Fig. 1: run 1, cell classes on the final placement
(4 px per um) Fill, decap, tap and diode cells in gray.
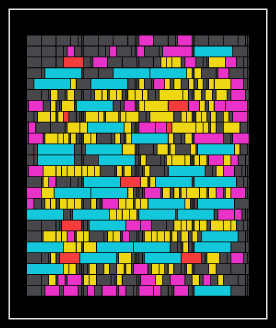
Fig. 2: run 1, clock distribution
(6 px per um)
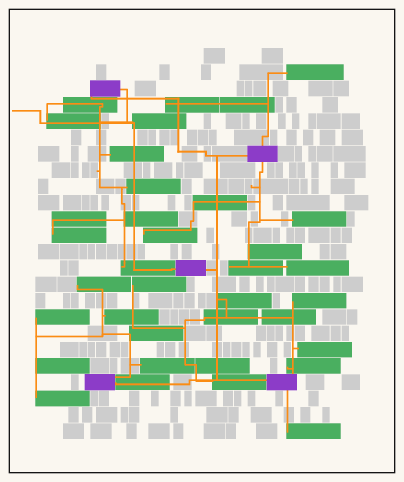
Fig. 3: run 1, I/O nets highlighted
(4 px per um)
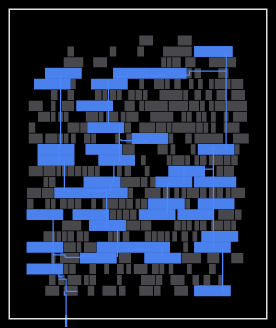
Fig. 4: run 1, clock nets
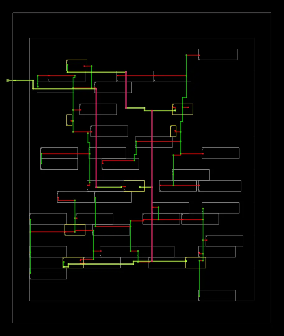
`src/rtl/pipe_stage_buf.sv`:
```
// Elastic pipeline-stage buffer: DEPTH-entry circular FIFO with valid/ready on both sides.
// Optional occupancy port enabled by defining PIPE_STAGE_BUF_COUNT_EN.
module pipe_stage_buf #(
    parameter  int N     = 16,
    parameter  int DEPTH = 2,
    localparam int CW    = $clog2(DEPTH + 1)
) (
    input  logic          clk,
    input  logic          reset,
    input  logic          flush,
    input  logic [N-1:0]  in_data,
    input  logic          in_valid,
    output logic          in_ready,
    output logic [N-1:0]  out_data,
    output logic          out_valid,
    input  logic          out_ready
`ifdef PIPE_STAGE_BUF_COUNT_EN
    ,
    output logic [CW-1:0] count
`endif
);

    localparam int PW = (DEPTH > 1) ? $clog2(DEPTH) : 1;

    logic [N-1:0]  r_mem [DEPTH];
    logic [PW-1:0] r_wp;
    logic [PW-1:0] r_rp;
    logic [CW-1:0] r_occ;

    logic          w_push;
    logic          w_pop;
    logic [PW-1:0] w_wp_next;
    logic [PW-1:0] w_rp_next;

    // in_ready is a pure function of occupancy so no ready path crosses the stage
    assign in_ready  = (r_occ != CW'(DEPTH));
    assign out_valid = (r_occ != '0);
    assign out_data  = out_valid ? r_mem[r_rp] : '0;

    assign w_push = in_valid & in_ready;
    assign w_pop  = out_valid & out_ready;

    assign w_wp_next = (r_wp == PW'(DEPTH - 1)) ? '0 : r_wp + 1'b1;
    assign w_rp_next = (r_rp == PW'(DEPTH - 1)) ? '0 : r_rp + 1'b1;

    always_ff @(posedge clk or negedge reset) begin
        if (!reset) begin
            r_wp  <= '0;
            r_rp  <= '0;
            r_occ <= '0;
            for (int i = 0; i < DEPTH; i++) r_mem[i] <= '0;
        end else if (flush) begin
            r_wp  <= '0;
            r_rp  <= '0;
            r_occ <= '0;
            for (int i = 0; i < DEPTH; i++) r_mem[i] <= '0;
        end else begin
            if (w_push) begin
                r_mem[r_wp] <= in_data;
                r_wp        <= w_wp_next;
            end
            if (w_pop) r_rp <= w_rp_next;
            if (w_push && !w_pop)      r_occ <= r_occ + 1'b1;
            else if (w_pop && !w_push) r_occ <= r_occ - 1'b1;
        end
    end

`ifdef PIPE_STAGE_BUF_COUNT_EN
    assign count = r_occ;
`endif

endmodule

```
`config.mk`:
```
export PLATFORM = sky130hd
export DESIGN_NAME = pipe_stage_buf
export DESIGN_NICKNAME = d
export VERILOG_FILES = /design/src/rtl/pipe_stage_buf.sv
export SDC_FILE = /design/constraint.sdc
export NUM_CORES = 1
export LEC_CHECK = 0
export ABC_AREA = 1
export CORE_AREA = 4 4 60 73
export DETAILED_ROUTE_END_ITERATION = 12
export DIE_AREA = 0 0 64 77
export GPL_TIMING_DRIVEN = 0
export PLACE_DENSITY = 0.76
export REMOVE_ABC_BUFFERS = 1
export SYNTH_ARGS = -nofsm -noshare
export SYNTH_HDL_FRONTEND = slang
export SYNTH_SLANG_ARGS = --single-unit
```
`constraint.sdc`:
```
create_clock -name clk -period 1.79 [get_ports clk]
set_clock_uncertainty 0.15 [all_clocks]
set_input_delay 0.179 -clock clk [delete_from_list [all_inputs] [get_ports clk]]
set_output_delay 0.179 -clock clk [all_outputs]
set_load 0.01 [all_outputs]
```
==> results.toml, run 1 <==
# synthesis and place-and-route metrics
[power_and_ir_drop]
powerDensity_nw_per_um2 = 1010
internal_power_w = 0.00160
largestPowerGroup = "registers"
swShare = 0.340
ir_drop_mv = 0.644

[route]
vias = 1546
drtPass1Iterations = 4
antenna_left = 0
wirelength_um = 4280
wl_met3_um = 217
dr.max_layer_used = "met4"

[placed_design]
post-place-ws_ns = -0.504

[cells_and_area]
layoutNonFillerInstCount = 318
flop_area_um2 = 906
nNonClkBuffers = 57
final-clk-cell-share = 0.0373
drive_gt1_frac = 0.259
largest_reg_flops = 32
syn_to_final_growth_pct = 36.8
largest-register = "r_mem"

[timing]
slew_headroom = 0.477
slew_violations = 0
hold_viol = 0
fmax_mhz = 575
fin_tns_setup_ns = 0

[setup_path]
critPathTopFamily = "flip-flops"
cp_max_fo = 5
rr_startpoint = "r_occ[1]"
rr_endpoint = "r_mem[0]"
startpoint = "r_rp"
rr_worst_depth = 5
cp-end-kind = "output port"
path_depth = 5
crit_buf_inv = 3
worst_ep_required_time_ns = 1.46
crit_chain = "buf_6 -> buf_4 -> o21ai_2 -> a21oi_1 -> buf_2"
crit_path_top_delay_cell = "dfrtp_4"

[status]
status = "finished, final reports clean"

[grt]
grt_pass1_vias = 1584
grt_antenna_before_repair = 0
grt_start_max_net_pins = 37
met2_usage = 0.310
grt.busiest_layer = "met2"
gr-usage-all-layers = 0.192

[logic_synthesis]
synth_cell_types = 20
synth.avg_cell_area_um2 = 8.44
yosys.area.top_type = "dfrtp_1"
flop_cell = "dfrtp_1"
netlist_instances = 209
async_flop_share = 1.00
ys_sh_simple = 0.148
synth.yosys.seq_area_share = 0.511
edf_count = 0

[clock_network]
cts_htree_levels = 2

[min_path]
hold_path_class = "input pin to flop"

[die]
tap_cells = 52
Back to the opening pictures, Fig. 1:
legend:
  cyan:
    class: sequential cells
    cells: 36
  magenta:
    class: remaining buffers and delay cells
    cells: 57
  yellow:
    class: combinational and other logic
    cells: 165
  red:
    class: clock drivers and dummy loads
    cells: 8

Back to the opening pictures, Fig. 2:
legend:
  green:
    item: flip-flops
    count: 36
  orange:
    item: clock wires
    length: 475 um
  purple:
    item: clock drivers
    count: 5
routed clock nets: 6
clock share of power: 0.244
Late-Pin Clk Latency: 0.29 ns
Power Clock: 0.000592 W

Back to the opening pictures, Fig. 3:
legend:
  blue:
    port: reset
    direction: input
    end_cells: 36
    buffers: 2
    wire: 245 um
I/O pin count: 39
port bufs: 38

Back to the opening pictures, Fig. 4:
Clock Sinks: 36
Seq cells: 36
total CTS buffers: 5
clock buffer count: 8

Fig. 5: run 1, metal 2
(6 px per um) Cells faint in the background.
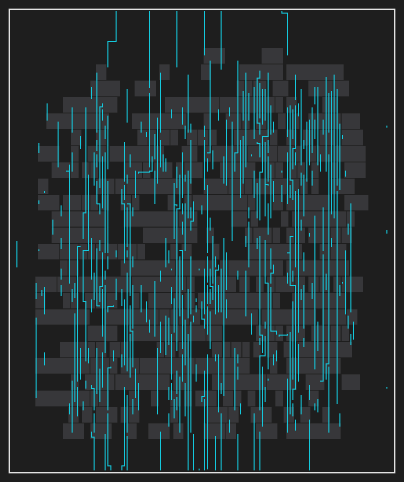

==> run 2, diff against run 1 <==
CORE_AREA = 4 4 59 71   (was 4 4 60 73)
CTS_BUF_LIST = sky130_fd_sc_hd__clkbuf_8   (was unset)
DIE_AREA = 0 0 63 75   (was 0 0 64 77)
PLACE_DENSITY = 0.79   (was 0.76)
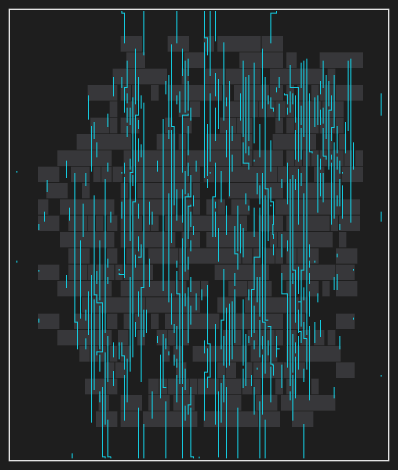
Fig. 6. Metal 2 (run 2).
(6 px per um) Cells faint in the background.
nets with wire on the layer: 215
longest straight run: 45.9 um
main direction: vertical
wire length on this layer: 2080 um
share of all routed wire: 51%
vias post-DR: 1510
M2 GR Usage: 0.322
DRT Wirelength: 4060 um

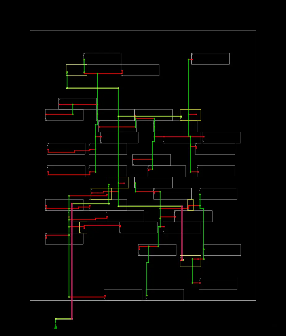
Fig. 7. Clock nets (run 2).
clock buffer count: 5
Late-Pin Clk Latency: 0.28 ns

==> results.toml, run 2 <==
# synthesis and place-and-route metrics
[status]
status = "finished, final reports clean"

[setup_path]
crit_path_top_delay_cell = "dfrtp_4"
rr_startpoint = "r_occ[1]"
critPathLaunchType = "flop"
cp_max_fo = 9
crit_buf_inv = 2
startpoint = "r_rp"
crit_chain = "buf_6 -> o21ai_2 -> a21oi_1 -> dlygate4sd2_1"
worst_ep_required_time_ns = 1.46
rr_worst_depth = 5
cp-end-kind = "output port"
critPathTopFamily = "flip-flops"
rr_endpoint = "r_mem[18]"

[logic_synthesis]
synth.avg_cell_area_um2 = 8.44
most_common_cell = "nand2_1"
flop_cell = "dfrtp_1"
yosys.area.top_type = "dfrtp_1"
ys_sh_simple = 0.148
netlist_instances = 209
synth_cell_types = 20
ys_cells = 209
synth.yosys.seq_area_share = 0.511

[placed_design]
dp_cells = 278
post-place-ws_ns = -0.457
numPortBuffers = 38
place.gp.congestion = 0.750

[clock_network]
cts_htree_levels = 2
cts.sinks = 36
cts.path.max_buffers = 2
cts_buffers = 5

[route]
wl_met3_um = 212
antenna_left = 0
drtPass1Iterations = 4
via_per_inst = 5.15
dr.max_layer_used = "met4"

[power_and_ir_drop]
internal_power_w = 0.00150
largestPowerGroup = "registers"
swShare = 0.348
powerDensity_nw_per_um2 = 978
clkPwrFrac = 0.235
p_clk_w = 0.000541

[grt]
grt_pass1_vias = 1454
grt_antenna_before_repair = 0
gr-usage-all-layers = 0.187
grt.busiest_layer = "met2"
grt_start_max_net_pins = 37

[timing]
fmax_mhz = 572
hold_viol = 0
fin_tns_setup_ns = 0
slew_violations = 0
slew_headroom = 0.474

[cells_and_area]
largest_reg_flops = 32
final-clk-cell-share = 0.0330
logic_area_um2 = 701
sh_comb_area = 0.299
drive_gt1_frac = 0.161
largest_cell_class = "flip-flops and latches"
flop_area_um2 = 906
layoutNonFillerInstCount = 293
largest-register = "r_mem"

[die]
tap_cells = 39
io_pins = 39

[min_path]
hold_path_class = "input pin to flop"
==> run 3, diff against run 2 <==
CTS_CLUSTER_SIZE = 10   (was unset)
GPL_ROUTABILITY_DRIVEN = 0   (was unset)
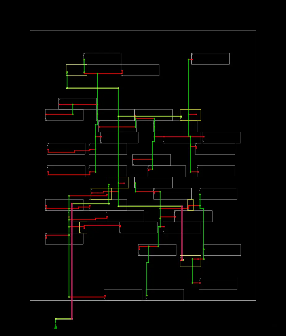
Fig. 8. Clock nets (run 3).
Power Clock: 0.000541 W

==> results.toml, run 3 <==
# synthesis and place-and-route metrics
[timing]
hold_viol = 0
fmax_mhz = 572
slew_violations = 0
fin_tns_setup_ns = 0
slew_headroom = 0.474

[cells_and_area]
logic_area_um2 = 701
ff_count = 36
syn_to_final_growth_pct = 33.1
flop_area_um2 = 906
nClkBuffers = 5
largest-register = "r_mem"
layoutNonFillerInstCount = 293
nNonClkBuffers = 46
largest_reg_flops = 32
largest_cell_class = "flip-flops and latches"
drive_gt1_frac = 0.161

[setup_path]
path_depth = 4
startpoint = "r_rp"
crit_buf_inv = 2
rr_endpoint = "r_mem[18]"
rr_worst_depth = 5
cp_max_fo = 9
rr_startpoint = "r_occ[1]"
crit_chain = "buf_6 -> o21ai_2 -> a21oi_1 -> dlygate4sd2_1"
critPathTopFamily = "flip-flops"
worst_ep_required_time_ns = 1.46

[power_and_ir_drop]
ir_drop_mv = 0.489
internal_power_w = 0.00150
clkPwrFrac = 0.235
powerDensity_nw_per_um2 = 978
largestPowerGroup = "registers"
swShare = 0.348

[route]
via_per_inst = 5.15
antenna_left = 0
drtPass1Iterations = 4
vias = 1510
dr.max_layer_used = "met4"
wirelength_um = 4060

[logic_synthesis]
synth_cell_types = 20
netlist_instances = 209
async_flop_share = 1.00
edf_count = 0
most_common_cell = "nand2_1"
ys_sh_simple = 0.148
synth.avg_cell_area_um2 = 8.44
synth.yosys.seq_area_share = 0.511
yosys.area.top_type = "dfrtp_1"

[clock_network]
cts_htree_levels = 2
insertion_delay_ns = 0.28
cts.path.max_buffers = 2
cts_buffers = 5

[placed_design]
numPortBuffers = 38
dp_cells = 278
post-place-ws_ns = -0.457

[grt]
gr-usage-all-layers = 0.187
met2_usage = 0.322
grt.busiest_layer = "met2"
grt_start_max_net_pins = 37
grt_pass1_vias = 1454

[die]
tap_cells = 39
io_pins = 39

[status]
status = "finished, final reports clean"
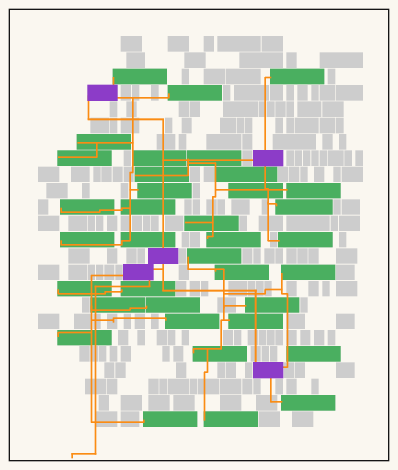
Fig. 9. Clock distribution (run 3).
(6 px per um)
legend:
  green:
    item: flip-flops
    count: 36
  purple:
    item: clock drivers
    count: 5
  orange:
    item: clock wires
    length: 474 um
routed clock nets: 6

Power and IR drop assume default switching activity.
